[src/rtl/mem_port_arbiter.sv]
// ---------------------------------------------------------------------------
// mem_port_arbiter
//   Shares a single memory port between instruction fetch (IF) and the
//   load/store unit (LS). LS has fixed priority, but a starvation counter
//   forces an IF grant after STARVE_MAX consecutive LS grants while IF waits.
//   Reads are sequenced: grant, wait for the response, and route the data
//   back to the owner as a registered 1-cycle rvalid pulse. A watchdog ends
//   reads whose response never arrives; o_err is a sticky debug flag.
//
// Handshake: a requester raises i_x_req with stable fields and holds them
//   until o_x_gnt. The grant is combinational and equals "this requester won
//   arbitration in IDLE" AND i_mem_ready, i.e. the cycle the memory accepts
//   the request. Read data returns as o_x_rvalid (one cycle) with o_x_rdata,
//   which then holds until that requester's next response.
//
// Ports:
//   i_clk, i_rst_n                  clock, async active-low reset
//   i_if_* / o_if_*                 IF read request, grant, response
//   i_ls_* / o_ls_*                 LS load/store request, grant, response
//   o_mem_* / i_mem_*               shared memory port
//   o_err                           sticky error (timeout or stray response)
//   o_dbg_state                     current FSM state (0 IDLE, 1 WAIT_RD)
// ---------------------------------------------------------------------------
module mem_port_arbiter #(
  parameter int ADDR_W     = 32,
  parameter int DATA_W     = 32,
  parameter int STARVE_MAX = 4,
  parameter int TIMEOUT    = 255
) (
  input  logic                i_clk,
  input  logic                i_rst_n,
  input  logic                i_if_req,
  input  logic [ADDR_W-1:0]   i_if_addr,
  output logic                o_if_gnt,
  output logic                o_if_rvalid,
  output logic [DATA_W-1:0]   o_if_rdata,
  input  logic                i_ls_req,
  input  logic                i_ls_we,
  input  logic [ADDR_W-1:0]   i_ls_addr,
  input  logic [DATA_W-1:0]   i_ls_wdata,
  input  logic [DATA_W/8-1:0] i_ls_bmask,
  output logic                o_ls_gnt,
  output logic                o_ls_rvalid,
  output logic [DATA_W-1:0]   o_ls_rdata,
  output logic                o_mem_req,
  output logic                o_mem_we,
  output logic [ADDR_W-1:0]   o_mem_addr,
  output logic [DATA_W-1:0]   o_mem_wdata,
  output logic [DATA_W/8-1:0] o_mem_bmask,
  input  logic                i_mem_ready,
  input  logic                i_mem_rvalid,
  input  logic [DATA_W-1:0]   i_mem_rdata,
  output logic                o_err,
  output logic [0:0]          o_dbg_state
);

  localparam int BM_W = DATA_W / 8;
  localparam int SC_W = 4;
  localparam int WD_W = 10;

  localparam logic [0:0] S_IDLE    = 1'b0;
  localparam logic [0:0] S_WAIT_RD = 1'b1;

  localparam logic OWN_IF = 1'b0;
  localparam logic OWN_LS = 1'b1;

  logic [0:0]        state_q, state_d;
  logic [SC_W-1:0]   starve_cnt_q, starve_cnt_d;
  logic [WD_W-1:0]   wd_cnt_q, wd_cnt_d;
  logic              owner_q, owner_d;
  logic              if_rvalid_q, if_rvalid_d;
  logic              ls_rvalid_q, ls_rvalid_d;
  logic [DATA_W-1:0] if_rdata_q, if_rdata_d;
  logic [DATA_W-1:0] ls_rdata_q, ls_rdata_d;
  logic              err_q, err_d;

  logic idle;
  logic ls_win, if_win;
  logic if_gnt, ls_gnt;
  logic starved;
  logic timeout_hit;

  // Arbitration and memory-port drive (combinational).
  always_comb begin
    idle    = (state_q == S_IDLE);
    starved = i_if_req && (starve_cnt_q == SC_W'(STARVE_MAX));
    ls_win  = idle && i_ls_req && !starved;
    if_win  = idle && i_if_req && !ls_win;
    if_gnt  = if_win && i_mem_ready;
    ls_gnt  = ls_win && i_mem_ready;

    o_mem_req   = ls_win || if_win;
    o_mem_we    = 1'b0;
    o_mem_addr  = '0;
    o_mem_wdata = '0;
    o_mem_bmask = '0;
    if (ls_win) begin
      o_mem_we    = i_ls_we;
      o_mem_addr  = i_ls_addr;
      o_mem_wdata = i_ls_wdata;
      o_mem_bmask = i_ls_bmask;
    end else if (if_win) begin
      // Fetches are always full-word reads.
      o_mem_addr  = i_if_addr;
      o_mem_bmask = {BM_W{1'b1}};
    end
  end

  // Next-state logic.
  always_comb begin
    state_d      = state_q;
    starve_cnt_d = starve_cnt_q;
    wd_cnt_d     = wd_cnt_q;
    owner_d      = owner_q;
    if_rvalid_d  = 1'b0;
    ls_rvalid_d  = 1'b0;
    if_rdata_d   = if_rdata_q;
    ls_rdata_d   = ls_rdata_q;
    err_d        = err_q;
    timeout_hit  = (wd_cnt_q == WD_W'(TIMEOUT - 1));

    case (state_q)
      S_IDLE: begin
        // No read is outstanding, so any response here is stray (late after
        // a timeout, or from a read cut short by reset).
        if (i_mem_rvalid) err_d = 1'b1;
        if (if_gnt) begin
          owner_d  = OWN_IF;
          wd_cnt_d = '0;
          state_d  = S_WAIT_RD;
        end else if (ls_gnt && !i_ls_we) begin
          owner_d  = OWN_LS;
          wd_cnt_d = '0;
          state_d  = S_WAIT_RD;
        end
      end
      S_WAIT_RD: begin
        wd_cnt_d = wd_cnt_q + WD_W'(1);
        // A real response beats the watchdog in the same cycle.
        if (i_mem_rvalid || timeout_hit) begin
          if (!i_mem_rvalid) err_d = 1'b1;
          if (owner_q == OWN_LS) begin
            ls_rvalid_d = 1'b1;
            ls_rdata_d  = i_mem_rvalid ? i_mem_rdata : '0;
          end else begin
            if_rvalid_d = 1'b1;
            if_rdata_d  = i_mem_rvalid ? i_mem_rdata : '0;
          end
          state_d = S_IDLE;
        end
      end
      default: state_d = S_IDLE;
    endcase

    // Counts LS grants that IF had to watch go by.
    if (!i_if_req || if_gnt) begin
      starve_cnt_d = '0;
    end else if (ls_gnt && (starve_cnt_q < SC_W'(STARVE_MAX))) begin
      starve_cnt_d = starve_cnt_q + SC_W'(1);
    end
  end

  always_ff @(posedge i_clk or negedge i_rst_n) begin
    if (!i_rst_n) begin
      state_q      <= S_IDLE;
      starve_cnt_q <= '0;
      wd_cnt_q     <= '0;
      owner_q      <= OWN_IF;
      if_rvalid_q  <= 1'b0;
      ls_rvalid_q  <= 1'b0;
      if_rdata_q   <= '0;
      ls_rdata_q   <= '0;
      err_q        <= 1'b0;
    end else begin
      state_q      <= state_d;
      starve_cnt_q <= starve_cnt_d;
      wd_cnt_q     <= wd_cnt_d;
      owner_q      <= owner_d;
      if_rvalid_q  <= if_rvalid_d;
      ls_rvalid_q  <= ls_rvalid_d;
      if_rdata_q   <= if_rdata_d;
      ls_rdata_q   <= ls_rdata_d;
      err_q        <= err_d;
    end
  end

  assign o_if_gnt    = if_gnt;
  assign o_ls_gnt    = ls_gnt;
  assign o_if_rvalid = if_rvalid_q;
  assign o_ls_rvalid = ls_rvalid_q;
  assign o_if_rdata  = if_rdata_q;
  assign o_ls_rdata  = ls_rdata_q;
  assign o_err       = err_q;
  assign o_dbg_state = state_q;

endmodule

[config.mk]
export PLATFORM = sky130hd
export DESIGN_NAME = mem_port_arbiter
export DESIGN_NICKNAME = d
export VERILOG_FILES = /design/src/rtl/mem_port_arbiter.sv
export SDC_FILE = /design/constraint.sdc
export NUM_CORES = 1
export LEC_CHECK = 0
export CAP_MARGIN = 5
export CORE_AREA = 2 2 109 111
export DETAILED_ROUTE_END_ITERATION = 6
export DIE_AREA = 0 0 111 113
export PLACE_DENSITY = 0.81
export SYNTH_ARGS = -nofsm -noshare
export SYNTH_HDL_FRONTEND = slang
export SYNTH_SLANG_ARGS = --single-unit
[constraint.sdc]
create_clock -name i_clk -period 3.6 [get_ports i_clk]
set_input_delay 0.72 -clock i_clk [delete_from_list [all_inputs] [get_ports i_clk]]
set_output_delay 0.72 -clock i_clk [all_outputs]
set_load 0.05 [all_outputs]
==> results.txt <==
The flow completed. Minimum setup slack among reg-to-reg paths landed at 1.59 ns. Headroom to the max-slew limit landed at 31.8%. Setup repair after global routing left no endpoint under its margin. Met3 wire length landed at 1120 um. Final count of pins violating max slew landed at 0. Fraction of area in multi-input gates landed at 21.5%.

The library cells used most frequently in the layout, excluding fill and tap cells, are 205 x clkdlybuf4s50_1, 83 x dfrtp_1, 70 x buf_12, 64 x a32o_1, 35 x and2_1. Largest vdd supply drop landed at 0.573 mV. Net switching is 44.4% of the power. For the final database, setup skew stands at 0.0115 ns. Share of synthesized registers carrying an async set or reset landed at 100%. Count of standard-cell rows landed at 39. The flow reported a cell area power density of 705 nW/um2. Area of the mapped netlist landed at 3970 um2. Tally of unique sky130hd cells used after synthesis landed at 42. The final layout report lists a non-clock buffer count of 284.

Clock insertion delay at the later pin of the skew report landed at 0.32 ns. For the worst setup path, the data arrival time is 2.70 ns. Per the detail_route log, the uppermost layer with routed signals is met5. Number of maximum-capacitance constraint violations landed at 0. The global route stage reports its total congestion overflow as 0. Peak fanout along the critical path landed at 36. Routing resource usage on met1 recorded by global route was 29.9%. Count of nets left with antenna violations after detail routing landed at 0. After the flow finishes, the layout carries non-filler instances totaling 742.

Area share of the largest cell type after synthesis landed at 52.4%. The tree built by TritonCTS fans out to 83 sinks. Non-clock buffering overhead in the final layout landed at 44.9%. Per the post-synthesis report, the nets total 475. Looking at the area split, the leading class of cells is buffers. In the final routing, the length of wire on met1 measures 6250 um.

In the synthesized netlist the dominant register cell turns out to be dfrtp_1. For this run the detailed placement stage logged an HPWL of 12900 um. In this run the vertical extent of the chip is 113 um. The final critical path takes up 95.1% of the cycle.

Counting every instance in the synthesized netlist gives 332. In this run the critical path is formed by clkdlybuf4s50_1, nand4b_1, buf_4, a21oi_2, buf_4, a22o_1, buf_12. Number of buffers added on ports landed at 278. Wire segments on met2 add up to 8750 um in the final route. The repair_antennas step left the layout with diodes totalling 0. The min-delay analysis places its worst path in the category register to register. Worst path buffer plus inverter count landed at 4. By instance count, the cell type seen most on the critical path is buf_4. Entering global routing, the biggest net connects 84 pins. On the critical path the largest part of the delay comes from buffers and inverters. The timing report gives the clock slew at the launch and capture registers of the worst setup and hold paths as 0.06 ns.

According to the floorplan report, the die width is 111 um. Post-route DRC violation count landed at 0. The cell sitting at the root of the clock tree is a clkbuf_16. TritonCTS built the clock tree. Internal power of the cells landed at 3.07 mW.

In this run the critical register-to-register path is captured at wd_cnt_q[8]. The critical path in this run is classified as input pin to output pin. Per the final layout report, the fraction of cells sized above drive strength 1 comes to 18.2%. The synthesized design spends more area on one cell type than any other, namely dfrtp_1. Leaving out fill and tap cells, the most frequent cell in the layout is clkdlybuf4s50_1. The worst setup path is launched from an input pin. H-tree depth reported by CTS landed at 3.

Across the whole layout, storage elements make up 26.5% of the cell area. The smallest clock period supported by the final layout is computed as 3.42 ns. Leakage dissipation landed at 3.29 nW. Tool warning count landed at 28.

Number of iterations in the first detailed-routing pass landed at 5. Starting density of the core landed at 35.2%. Clock group power landed at 1.01 mW. Cell count of the worst reg-to-reg path landed at 7. Power dissipated in sequential cells landed at 1.46 mW. Post-synthesis sequential element count landed at 83. The worst setup path is captured at an output pin. CTS reports a maximum clock tree buffer depth of 2. DRC marker count from the first detailed-route iteration landed at 296. Per the run report, area growth between synthesis and finish was 97.5%. The placement summary gives the final routability congestion estimate as 0.907. The flow ran to the end, and the final reports show no timing, DRC or antenna violations. Number of warnings reported in the yosys synthesis log landed at 0. Count of multi-input gates landed at 205. Ranked by total cell area, the synthesized netlist is headed by dfrtp_1 52%, a32o_1 16%, a22o_1 7.1%, and2_1 5.5%, clkbuf_1 2.3%. Sequential cells account for 26.5% of the total power. Walking the critical path from launch to capture passes 7 cell instances. Number of buffers added to fix hold violations after cts landed at 0. Among all stages on the critical path, the largest delay is contributed by clkdlybuf4s50_1. The analysis attributes to net switching a power of 2.45 mW. During I/O placement, the number of pins put on the boundary was 279. Number of setup buffers added after CTS landed at 0. Number of nets in the layout landed at 737. The end-of-flow timing check tallies setup violations at 0. The largest part of the power goes to combinational logic. The launch point of the worst min-delay path is recorded as o_err. Count of cells resized by post-cts repair landed at 1. Routing resource usage on met2 recorded by global route was 47.0%. The path with the worst hold slack has its endpoint at o_err. Highest cell delay on the worst timing path landed at 0.59 ns. Number of cells in Yosys stat landed at 332. The synthesized design contains 0 enable-type register cells. Placed cell count landed at 726. The most critical setup path has its startpoint at i_if_req. After global routing, the most crowded layer is met2.

For this run, the detailed router reports a per-instance via density of 5.45. The floorplan step defined a die boundary enclosing 12500 um2. The clock network accounts for 18.3% of the total power.

Clock tree buffers and inverters occupy 4.28% of the routed design's cell area. STA puts the critical path data required time at 2.88 ns. met3 track demand over resource after global routing is 6.48%. Count of final hold-check violations landed at 0. Across the whole layout, storage elements account for 2080 um2. Looking at the max-slew report, the worst-margin pin has a slew of 1.02 ns. Cell depth of the worst hold path landed at 1.

The initial antenna violation count came to 2. Yosys instantiated no cell more often than dfrtp_1. Per the timing report, the most critical flop-to-flop path originates at starve_cnt_q[0]. The chip area line in the Yosys stat output reads 3970 um2. Combinational power landed at 3.05 mW. Sorting the synthesized cells by how often they occur yields 83 x dfrtp_1, 64 x a32o_1, 35 x and2_1, 32 x a22o_1, 24 x clkbuf_1. The layout has 11 inverters outside the clock class. Combinational share of power landed at 55.2%. The number of global-route vias before repair was 4072. Sequential cells were found to cover 52.4% of the synthesized design area.

The critical path ends at o_mem_addr[7]. The area taken by multi-input combinational cells is reported as 1680 um2. The highest clock rate this design can be run at is 292 MHz. Worst hold-check slack landed at 0.473 ns. Number of buffers created by CTS landed at 9.

The first global-routing pass estimated 24300 um of wire. Number of clock buffer instances in the layout landed at 10. Dividing the synthesized area by the synthesized cell count gives 11.9 um2.
[through the flow]
stage | util (%) | setup WS, ns | cell area (um2) | power, mW | setup TNS [ns]
5_1_grt | 69.5 | 0.132 | 7830 | 5.70 | 0
6_report | 69.5 | 0.178 | 7830 | 5.52 | 0
2_1_floorplan | - | 0.847 | 3970 | 3.24 | 0
4_1_cts | 69.5 | 0.215 | 7830 | 5.55 | 0
3_3_place_gp | 66.5 | 0.0366 | 7490 | 4.46 | 0
3_5_place_dp | 66.5 | -0.0230 | 7490 | 4.54 | -0.0324
[cells by family after synthesis]
family	count (synthesis)	share of synthesized area (%)
fa+ha+maj	4	1.26
simple gates	75	11.5
xor+xnor	5	1.10
buf+inv	44	5.36
flops	83	52.4
mux	2	0.536
compound gates	119	27.9
closeup.png
Bar = 10 um. Window x 43 to 68, y 21 to 46 um. Cells in gray, sequential cells in the stronger gray; small squares are vias.
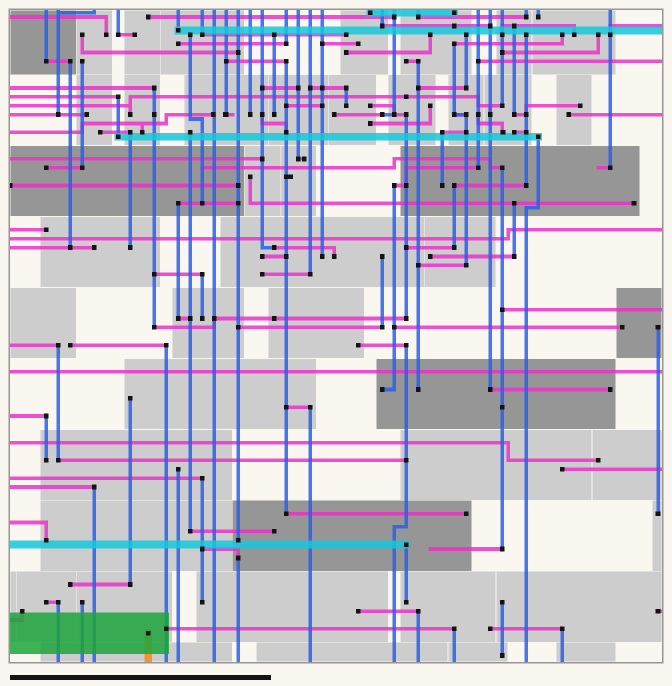
layer	color
M2	blue
M5	green
M4	orange
M3	cyan
M1	magenta
netlist names of flops here include	wd_cnt_q (3), o_dbg_state (1)
most frequent	buf_12 (6)
sequential cells in the window	4
cells with their middle in the window	37

placed.png
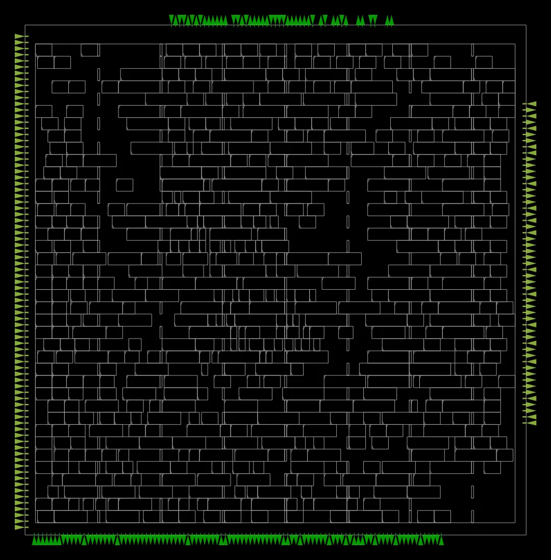
Seq cells: 83
tally of filler cells in the layout: 785
area inside the core boundary: 11300 um2
TAP cells: 143
Finished Core Util: 69.5%

clock_wires.png
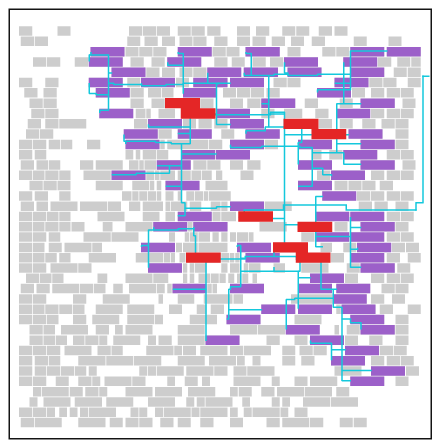
[flip-flops] purple | count: 83
[clock-net drivers] red | count: 9
[clock wires] cyan | length: 931 um
routed clock nets	10

route_heat.png
22 x 23 tiles, from black (low) to pale yellow (high), scaled to the fullest tile. Values are wire area over tile area, all layers added.
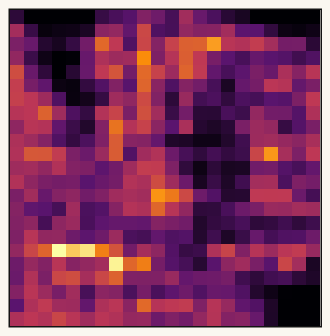
fullest tile	0.67
mean over tiles	0.21
densest ninth of the die	bottom left
tiles over half the peak	14%
nearly empty tiles	4.3%
routed length per placed instance: 22.2 um
total track usage: 25.5%
count of vias placed by the detailed router: 4046
WL final: 16500 um

Power figures rest on the tool's default switching activity, not on a simulated workload.
